Fig. 1: run 1, clock routing
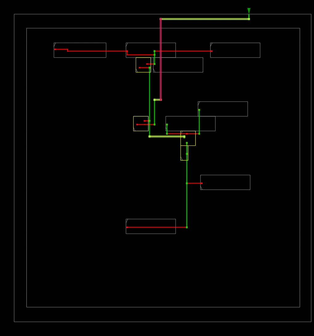
Fig. 2: run 1, wiring by layer
The bar under the picture is 20 um long.
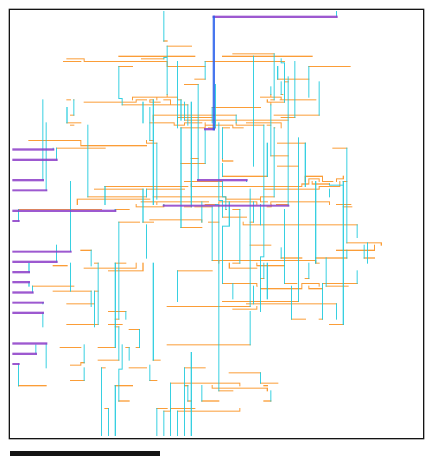
Fig. 3: run 1, ports around the boundary
Pins as bars across the die edge, other pins in grey.
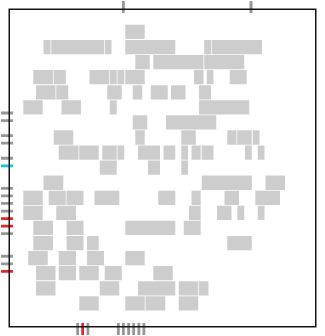
File: config.mk
export PLATFORM = sky130hd
export DESIGN_NAME = pipeline_sequencer
export DESIGN_NICKNAME = d
export VERILOG_FILES = /design/src/rtl/pipeline_sequencer_pkg.sv /design/src/rtl/pipeline_sequencer_stat_counter.sv /design/src/rtl/pipeline_sequencer.sv
export SDC_FILE = /design/constraint.sdc
export NUM_CORES = 1
export LEC_CHECK = 0
export CAP_MARGIN = 40
export CELL_PAD_IN_SITES_DETAIL_PLACEMENT = 0
export CELL_PAD_IN_SITES_GLOBAL_PLACEMENT = 2
export CORE_AREA = 2 2 53 55
export CTS_CLUSTER_SIZE = 10
export DETAILED_ROUTE_END_ITERATION = 10
export DIE_AREA = 0 0 55 57
export PLACE_DENSITY_LB_ADDON = 0.1
export SLEW_MARGIN = 5
export SYNTH_ARGS = -nofsm -noshare
export SYNTH_HDL_FRONTEND = slang
export SYNTH_SLANG_ARGS = --single-unit
export TNS_END_PERCENT = 1
File: constraint.sdc
create_clock -name clk -period 3.1 [get_ports clk]
set_input_delay 0.31 -clock clk [delete_from_list [all_inputs] [get_ports clk]]
set_output_delay 0.31 -clock clk [all_outputs]
set_load 0.005 [all_outputs]
File: src/rtl/pipeline_sequencer_pkg.sv
// Shared definitions for the pipeline sequencer: opcode macros, FSM state
// encoding and the taken-branch decode helper.
// Optional feature macro used by this slice: HAZARD_STATS_EN.

`ifndef PIPELINE_SEQUENCER_OPCODES
`define PIPELINE_SEQUENCER_OPCODES
`define BEQ 4'd8
`define B   4'd9
`define BL  4'd10
`define BR  4'd11
`endif

package pipeline_sequencer_pkg;

    typedef enum logic [1:0] {
        RUN      = 2'd0,
        FLUSH    = 2'd1,
        MEM_WAIT = 2'd2
    } seq_state_e;

    localparam int CNT_W = 3;

    // Unconditional branches always redirect; beq only when its compare hit
    function automatic logic taken_branch(input logic [3:0] opcode,
                                          input logic       beq_taken);
        return (opcode == `B) || (opcode == `BL) || (opcode == `BR) ||
               ((opcode == `BEQ) && beq_taken);
    endfunction

endpackage

File: src/rtl/pipeline_sequencer_stat_counter.sv
// 16-bit saturating event counter used for hazard statistics.
// Only built when HAZARD_STATS_EN is defined.

`ifdef HAZARD_STATS_EN
module hazard_stat_counter (
    input  logic        clk,
    input  logic        rst,
    input  logic        i_inc,
    output logic [15:0] o_count
);

    // Count events, sticking at all-ones rather than wrapping
    always_ff @(posedge clk or posedge rst) begin
        if (rst)
            o_count <= 16'd0;
        else if (i_inc && (o_count != 16'hFFFF))
            o_count <= o_count + 16'd1;
    end

endmodule
`endif

File: src/rtl/pipeline_sequencer.sv
// Central pipeline controller: arbitrates memory wait, load-use and taken
// branch hazards and sequences multi-cycle flushes and memory stalls.
// Optional feature: HAZARD_STATS_EN adds stall_count / flush_count.

module pipeline_sequencer
    import pipeline_sequencer_pkg::*;
#(
    parameter int FLUSH_CYCLES = 2
) (
    input  logic        clk,
    input  logic        rst,
    input  logic [3:0]  ID_opcode,
    input  logic        ID_branch_taken,
    input  logic [3:0]  ID_rs,
    input  logic [3:0]  ID_rt,
    input  logic        EX_mem_read,
    input  logic [3:0]  EX_rt_rd,
    input  logic        MEM_req,
    input  logic        MEM_ready,
    output logic        PC_write,
    output logic        IF_ID_write,
    output logic        IF_ID_sync_nop,
    output logic        ID_EX_bubble,
    output logic        EX_MEM_hold
`ifdef HAZARD_STATS_EN
    ,
    output logic [15:0] stall_count,
    output logic [15:0] flush_count
`endif
);

    localparam logic [CNT_W-1:0] FLUSH_LOAD = CNT_W'(FLUSH_CYCLES - 1);

    seq_state_e        r_state;
    seq_state_e        r_saved;
    logic [CNT_W-1:0]  r_cnt;
    logic              r_init;

    seq_state_e        w_state_nxt;
    seq_state_e        w_saved_nxt;
    seq_state_e        w_eff;
    logic [CNT_W-1:0]  w_cnt_nxt;
    logic              w_init;
    logic              w_mem_wait;
    logic              w_load_use;
    logic              w_taken;
    logic              w_stall_evt;
    logic              w_flush_evt;

    assign w_mem_wait = MEM_req && !MEM_ready;
    assign w_load_use = EX_mem_read && ((EX_rt_rd == ID_rs) || (EX_rt_rd == ID_rt));
    assign w_taken    = taken_branch(ID_opcode, ID_branch_taken);

    // Outputs stay in their safe reset pattern for the cycle after release too
    assign w_init = rst || r_init;

    // The cycle MEM_ready arrives behaves as the interrupted state would,
    // so a flush cycle released from a stall still counts toward the flush
    assign w_eff = (r_state == MEM_WAIT) ? r_saved : r_state;

    // State, saved state, flush counter and post-reset marker
    always_ff @(posedge clk or posedge rst) begin
        if (rst) begin
            r_state <= RUN;
            r_saved <= RUN;
            r_cnt   <= '0;
            r_init  <= 1'b1;
        end else begin
            r_state <= w_state_nxt;
            r_saved <= w_saved_nxt;
            r_cnt   <= w_cnt_nxt;
            r_init  <= 1'b0;
        end
    end

    // Hazard arbitration: next state and Mealy control outputs
    always_comb begin
        PC_write       = 1'b0;
        IF_ID_write    = 1'b0;
        IF_ID_sync_nop = 1'b0;
        ID_EX_bubble   = 1'b0;
        EX_MEM_hold    = 1'b0;
        w_state_nxt    = r_state;
        w_saved_nxt    = r_saved;
        w_cnt_nxt      = r_cnt;
        w_stall_evt    = 1'b0;
        w_flush_evt    = 1'b0;

        if (w_init) begin
            IF_ID_sync_nop = 1'b1;
            ID_EX_bubble   = 1'b1;
            w_state_nxt    = RUN;
            w_saved_nxt    = RUN;
            w_cnt_nxt      = '0;
        end else if (w_mem_wait) begin
            // Freeze everything; a nop being flushed into IF/ID stays asserted
            EX_MEM_hold    = 1'b1;
            IF_ID_sync_nop = (w_eff == FLUSH);
            w_state_nxt    = MEM_WAIT;
            w_saved_nxt    = w_eff;
            w_stall_evt    = 1'b1;
        end else begin
            w_state_nxt = w_eff;
            w_saved_nxt = w_eff;
            case (w_eff)
                FLUSH: begin
                    // ID holds a nop here, so branch and load-use are ignored
                    PC_write       = 1'b1;
                    IF_ID_write    = 1'b1;
                    IF_ID_sync_nop = 1'b1;
                    if (r_cnt <= CNT_W'(1)) begin
                        w_cnt_nxt   = '0;
                        w_state_nxt = RUN;
                    end else begin
                        w_cnt_nxt = r_cnt - CNT_W'(1);
                    end
                end
                default: begin
                    if (w_load_use) begin
                        // Branch in ID is re-evaluated once the load resolves
                        ID_EX_bubble = 1'b1;
                        w_stall_evt  = 1'b1;
                    end else if (w_taken) begin
                        PC_write       = 1'b1;
                        IF_ID_write    = 1'b1;
                        IF_ID_sync_nop = 1'b1;
                        w_flush_evt    = 1'b1;
                        w_cnt_nxt      = FLUSH_LOAD;
                        w_state_nxt    = (FLUSH_CYCLES > 1) ? FLUSH : RUN;
                    end else begin
                        PC_write    = 1'b1;
                        IF_ID_write = 1'b1;
                    end
                end
            endcase
        end
    end

`ifdef HAZARD_STATS_EN
    hazard_stat_counter u_stall_cnt (
        .clk     (clk),
        .rst     (rst),
        .i_inc   (w_stall_evt),
        .o_count (stall_count)
    );

    hazard_stat_counter u_flush_cnt (
        .clk     (clk),
        .rst     (rst),
        .i_inc   (w_flush_evt),
        .o_count (flush_count)
    );
`endif

endmodule

==> impl_metrics.csv, run 1 <==
group,metric,value,unit
hold_path,hp-class,"in2async",
pwr,ir_worst_vdd,0.0002176,V
sta,max_freq,0.3923,GHz
synth,yosysTopAreaCellShare,28.46,%
pwr,powerDensity,292.6,nW/um^2
drt,routed_wl,1.480,mm
cells_and_area,lay_top_cells,"26 x clkdlybuf4s50_1, 8 x xor2_1, 7 x dfrtp_1",
drt,met3_length,109,um
cts,postCtsSetupBuffers,0,
sta,timing.final.crit_share,82.23,%
job,max_cap_violations,0,
sta,setup_violations,0,
synth,synth-async-reset-ratio,100.0,%
outcome,status,"finished, final reports clean",
cts,cts_tree,"yes",
drt,drc_errors,0,
cts,cts_buffers,3,
critical_path,required,2.79,ns
die,num_rows,19,
grt,grt_pass1_wl,2.428,mm
cts,clk_pin_slew,0.06,ns
grt,overflow,0,
placed_design,pre_cts_ws,0.5465,ns
synth,yosys_cells,65,
cells_and_area,instances_no_fill,126,
critical_path,worst-path-buf-inv,2,
drt,drt_iter0_markers,10,
drt,firstDrtPassIters,4,
critical_path,reg2reg_depth,7,
sta,clock_skew,0.008519,ns
critical_path,crit_path_end_kind,"output port",
sta,rsz0062_at_grt,"false",
synth,top_cell,"xor2_1",
cells_and_area,antenna_cells,0,
synth,largest_area_cell,"dfrtp_1",
critical_path,crit_type,"in2out",
drt,ant_nets,0,
synth,netlist_area,615.6,sq um
critical_path,critPathLaunchType,"input pin",
cells_and_area,syn2layout_area_growth,52.85,%
cts,cts-root-buf,"clkbuf_4",
grt,grt_use_met1,14.64,%
synth,synthCells,65,
placed_design,dpl.hpwl,1.287,mm
synth,avgSynthCellArea,9.471,sq um
synth,edf_count,0,
synth,syn_nets,89,
die,core_area,2615,sq um
sta,holdWs,0.4573,ns
placed_design,placed_cell_area,914.6,sq um
grt,grt_usage,10.94,%
critical_path,crit_family,"buffers and inverters",
critical_path,cp_cell_sequence,"clkdlybuf4s50_1 > xor2_1 > nor4_1 > o21ai_2 > o31ai_1 > clkdlybuf4s50_1",
drt,wire_per_inst,11.75,um
grt,use_met3,3.927,%
grt,antenna_found_initial,0,
placed_design,routabilityCongestion,0.6662,
sta,hold_viol_final,0,
drt,routed.top_layer,"met4",
synth,topCellsByArea,"dfrtp_1 28%, xor2_1 11%, dfstp_2 4.3%",
die,ios,27,
placed_design,dp.cells,122,
synth,ys_warn_count,0,
grt,grt_pass1_vias,553,
cells_and_area,layout_top_cell,"clkdlybuf4s50_1",
synth,ys_area,615.6,sq um
cells_and_area,fin_util,35.98,%
cts,hold_buffers,0,
sta,worst_slack,0.5509,ns
grt,grt_max_degree,9,
critical_path,crit_slowest_cell,"clkdlybuf4s50_1",
critical_path,cp_max_fo,4,
die,chip_area,3135,sq um
sta,maxSlewViolCount,0,
critical_path,cp.depth,6,
sta,fin_setup_tns,0,ns
grt,grt_most_used_layer,"met2",
pwr,power.leakage,0.0004084,uW
critical_path,cp_common_cell,"clkdlybuf4s50_1",
drt,wl_met1,681,um
sta,period_needed,2.549,ns
synth,seq_area_frac_synth,32.72,%
critical_path,cp_data_arrival_time,2.24,ns
critical_path,cpPeakStageDelay,0.55,ns
cells_and_area,stdcell_area,940.9,sq um
cts,ctsResizeCount,0,
-- Fig. 1 (at the start) --
clk_lat worst skew: 0.25 ns
clock sinks: 8
Clk power: 85.8 uW

-- Fig. 2 (at the start) --
- M3: purple (wire length 110 um)
- M2: cyan (wire length 674 um)
- M4: blue (wire length 15.0 um)
- M1: orange (wire length 682 um)

-- Fig. 3 (at the start) --
- ID_EX_bubble: cyan (pins 1; direction output; edge west)
- ID_rs: red (pins 4; direction input; edge 3 west, 1 south)
- all pins by edge: 16 west, 9 south, 2 north
chip width: 55 um
Die Height: 57 um
Port-buffer cells: 26

[run 1: report_power, final]
group	internal, uW	total, uW	switching (uW)	leakage [uW]
logic	47.0	78.2	31.2	0.000287
clock network	49.3	85.8	36.5	0.0000150
registers	108	111	3.25	0.000107
total	204	275	71.0	0.000408
[run 1: flip-flops by register name, indices dropped and copies added (netlist names)]
register / flops
r_saved: 2
r_init: 1
r_cnt: 3
r_state: 2
[run 1: cell families (layout without fill, tap and decap cells)]
kind of cell | count (synthesis) | count (layout) | synth area share [%]
and+or+nand+nor | 25 | 25 | 26.43
AOI/OAI and AO/OA | 16 | 16 | 21.14
xor gates and xnor gates | 8 | 8 | 11.38
DFF | 8 | 8 | 32.72
buffers and inverters | 5 | 35 | 3.658
adders and majority gates | 2 | 2 | 4.064
other | 1 | 1 | 0.6092
[run 1: path summary, 6_finish.rpt]
kind / from / end / slack (ns)
worst max-delay path: EX_rt_rd[2] / ID_EX_bubble / 0.55
worst min-delay path: rst / r_state[1]$_DFF_PP0_ / 0.46
worst max register to register: r_cnt[1]$_DFFE_PP0P_ / r_cnt[1]$_DFFE_PP0P_ / 1.58
worst min register to register: r_cnt[1]$_DFFE_PP0P_ / r_cnt[1]$_DFFE_PP0P_ / 0.54
max in group asynchronous: rst / r_init$_DFF_PP1_ / 2.35
min in group clk: r_cnt[1]$_DFFE_PP0P_ / r_cnt[1]$_DFFE_PP0P_ / 0.54
[run 1: final cells by class]
| type | instances | area [sq um] |
|---|---|---|
| fill | 282 | 1674 |
| inverter | 4 | 15.01 |
| tap | 31 | 38.79 |
| clock buffer | 4 | 26.28 |
| timing repair buffer | 27 | 267.8 |
| sequential | 8 | 201.4 |
| multi-input combinational | 52 | 391.6 |
Fig. 4: run 1, sequential cells coloured by netlist name
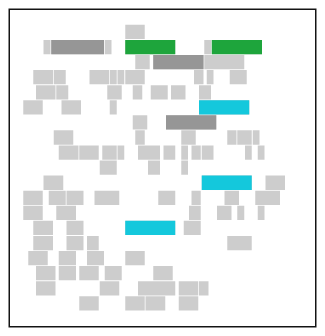

--- run 2 (diff from run 1) ---
Settings changed: CORE_AREA 2 2 53 55 to 2 2 55 57, DIE_AREA 0 0 55 57 to 0 0 57 59.
Clock period 3.1 ns to 2.65 ns, I/O delays scaled along.
Fig. 5: run 2, sequential cells coloured by netlist name
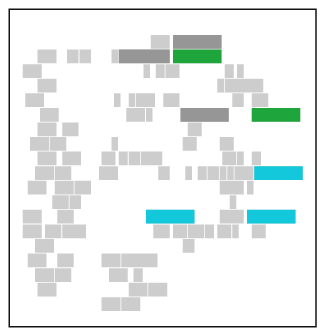
- r_saved: green (placed flops 2)
- r_cnt: cyan (placed flops 3)
Flop area: 201.4 sq um
Seq area share: 21.41%
Util after Layout: 34.72%

==> run 2 against run 1 <==
Against the previous run: via count decreased by 3.0%; first-iteration DRC count is 10% lower; utilization down 1.3 points; sequential share of layout area stayed put; count of clock-buffer cells in the layout is the same; clock power rose by about 20%; routed wire length is 1.9% lower; critical endpoint unchanged; largest power group unchanged.
==> impl_metrics.csv, run 2 <==
group,metric,value,unit
grt,overflow,0,
pwr,p_clk,101,uW
synth,yosysTopAreaCellShare,28.46,%
die,fp_util,22.71,%
synth,ys_warn_count,0,
synth,edf_count,0,
pwr,powerDensity,342.2,nW/um^2
cells_and_area,buf_share,28.46,%
synth,topCellsByArea,"dfrtp_1 28%, xor2_1 11%, dfstp_2 4.3%",
sta,setup_violations,0,
drt,ant_nets,0,
cells_and_area,fill_cells,290,
drt,wire_per_inst,11.52,um
grt,antenna_found_initial,0,
drt,drc_errors,0,
drt,drt_iter0_markers,9,
drt,firstDrtPassIters,4,
synth,seq_area_frac_synth,32.72,%
job,log.warning_count,27,
synth,synth-async-reset-ratio,100.0,%
drt,routed_wl,1.452,mm
cells_and_area,nMultiInputCombCells,52,
die,nWellTaps,31,
die,die_w,57,um
die,chip_area,3363,sq um
critical_path,cp_data_arrival_time,2.14,ns
cells_and_area,nets,120,
synth,synthCells,65,
cells_and_area,largest_register,"r_cnt",
cells_and_area,top_regs,"r_cnt (3), r_saved (2), r_state (2)",
cts,clock_path_buffers,2,
sta,holdWs,0.3959,ns
sta,hold_viol_final,0,
cells_and_area,n_all_inverters,4,
synth,top_cell,"xor2_1",
sta,rsz0062_at_grt,"false",
sta,fin_setup_tns,0,ns
sta,timing.final.crit_share,90.66,%
pwr,p_clk_share,31.3,%
synth,ys.flop_type,"dfrtp_1",
placed_design,routabilityCongestion,0.6691,
pwr,combinationalPowerShare,28.3,%
synth,yosys_cells,65,
pwr,comb_power,91.0,uW
grt,grt_pass1_vias,566,
cells_and_area,syn2layout_area_growth,52.85,%
cts,clk_pin_slew,0.06,ns
grt,grt_max_degree,9,
placed_design,dpl.hpwl,1.257,mm
cts,htree_levels,1,
cells_and_area,lay_top_cells,"26 x clkdlybuf4s50_1, 8 x xor2_1, 7 x dfrtp_1",
cells_and_area,drive_gt1_share,14.74,%
pwr,maxPowerGroup,"registers",
pwr,p_sw,83.00,uW
drt,via_count,541,
cells_and_area,antenna_cells,0,
synth,ys_ff,8,
sta,period_needed,2.402,ns
die,ios,27,
pwr,ir_worst_vdd,0.0001812,V
synth,netlist_area,615.6,sq um
cells_and_area,comb_share,41.62,%
critical_path,critPathLaunchType,"input pin",
cts,cts_tree,"yes",
synth,avgSynthCellArea,9.471,sq um
pwr,power_frac_seq,40.4,%
critical_path,cp_max_fo,4,
cells_and_area,clk_share,2.793,%
pwr,internal_power,239.0,uW
synth,syn_nets,89,
synth,largest_area_cell,"dfrtp_1",
critical_path,required,2.38,ns
pwr,pg_seq,130,uW
die,core_area,2710,sq um
cts,cts_buffers,3,
drt,avgViaCountPerCell,4.294,
cells_and_area,layout_top_cell,"clkdlybuf4s50_1",
placed_design,io_buffers,26,
synth,ys_area,615.6,sq um
die,die_h,59,um
synth,yosysUniqueCellTypes,30,
grt,grt_pass1_wl,2.463,mm
critical_path,crit_path_end_kind,"output port",
sta,max_freq,0.4163,GHz
job,max_cap_violations,0,
grt,grt_usage,9.835,%
cells_and_area,clockBufferCount,4,
cts,postCtsSetupBuffers,0,
cts,clock-sinks,8,
cells_and_area,largest_reg_flops,3,
outcome,status,"finished, final reports clean",
synth,top_cells_by_count,"8 x xor2_1, 7 x dfrtp_1, 5 x nor2_1",
pwr,power.total,322.0,uW
cts,insertion_delay,0.26,ns
placed_design,pre_cts_ws,0.2458,ns
cells_and_area,nonClockBufferCount,27,
cts,hold_buffers,0,
critical_path,crit_type,"in2out",
cells_and_area,flop-count,8,
sta,maxSlewViolCount,0,
die,num_rows,19,
pwr,switching_share,25.78,%
sta,clock_skew,0.01153,ns
hold_path,hp-class,"in2async",
cells_and_area,comb_area,391.6,sq um
cts,cts-root-buf,"clkbuf_4",
sta,worst_slack,0.2476,ns
pwr,power.leakage,0.0004084,uW
cells_and_area,largest_class,"combinational gates",
cts,ctsResizeCount,0,
-- run 2: cell counts after synthesis --
Identical to the previous run, type by type.
-- run 2: per-stage QoR --
step                      util (%)  instance area, sq um  std cells
final                        34.72                 940.9        126
after CTS                    34.72                 940.9        126
after floorplan                  -                 615.6         65
after detailed placement     33.75                 914.6        122
after global placement       33.75                 914.6        122
after global routing         34.72                 940.9        126
-- run 2: worst paths after layout --
| check | startpoint | endpoint | slack, ns | cells past startpoint |
|---|---|---|---|---|
| setup / recovery | EX_rt_rd[1] | ID_EX_bubble | 0.25 | 6 |
| hold / removal | rst | r_saved[1]$_DFF_PP0_ | 0.40 | 2 |
| setup reg to reg | r_cnt[1]$_DFFE_PP0P_ | r_cnt[1]$_DFFE_PP0P_ | 1.12 | 7 |
| hold reg to reg | r_cnt[1]$_DFFE_PP0P_ | r_cnt[1]$_DFFE_PP0P_ | 0.54 | 1 |
| max in group asynchronous | rst | r_init$_DFF_PP1_ | 1.96 | 2 |
| min in group clk | r_cnt[1]$_DFFE_PP0P_ | r_cnt[1]$_DFFE_PP0P_ | 0.54 | 1 |
-- run 2: cell families after synthesis --
group	Yosys count	synth area share [%]
AND-OR/OR-AND	16	21.14
XOR/XNOR	8	11.38
buffers and inverters	5	3.658
flip-flops	8	32.72
other	1	0.6092
AND/OR/NAND/NOR	25	26.43
adder cells (fa/ha/maj)	2	4.064
-- run 2: worst max-delay path, cell delays in order --
cell and delay, ns:
clkdlybuf4s50_1 0.44, xor2_1 0.18, nor4_2 0.31, o21ai_2 0.14, o31ai_1 0.25, clkdlybuf4s50_1 0.54
-- run 2: layer usage --
layer	vias up	routed length (um)	track usage [%]
met4	0	13	3.987
met5	-	0	0
met3	2	102	2.620
li1	285	-	-
met1	231	637	11.95
met2	23	698	16.58
Power figures rest on the tool's default switching activity, not on a simulated workload.
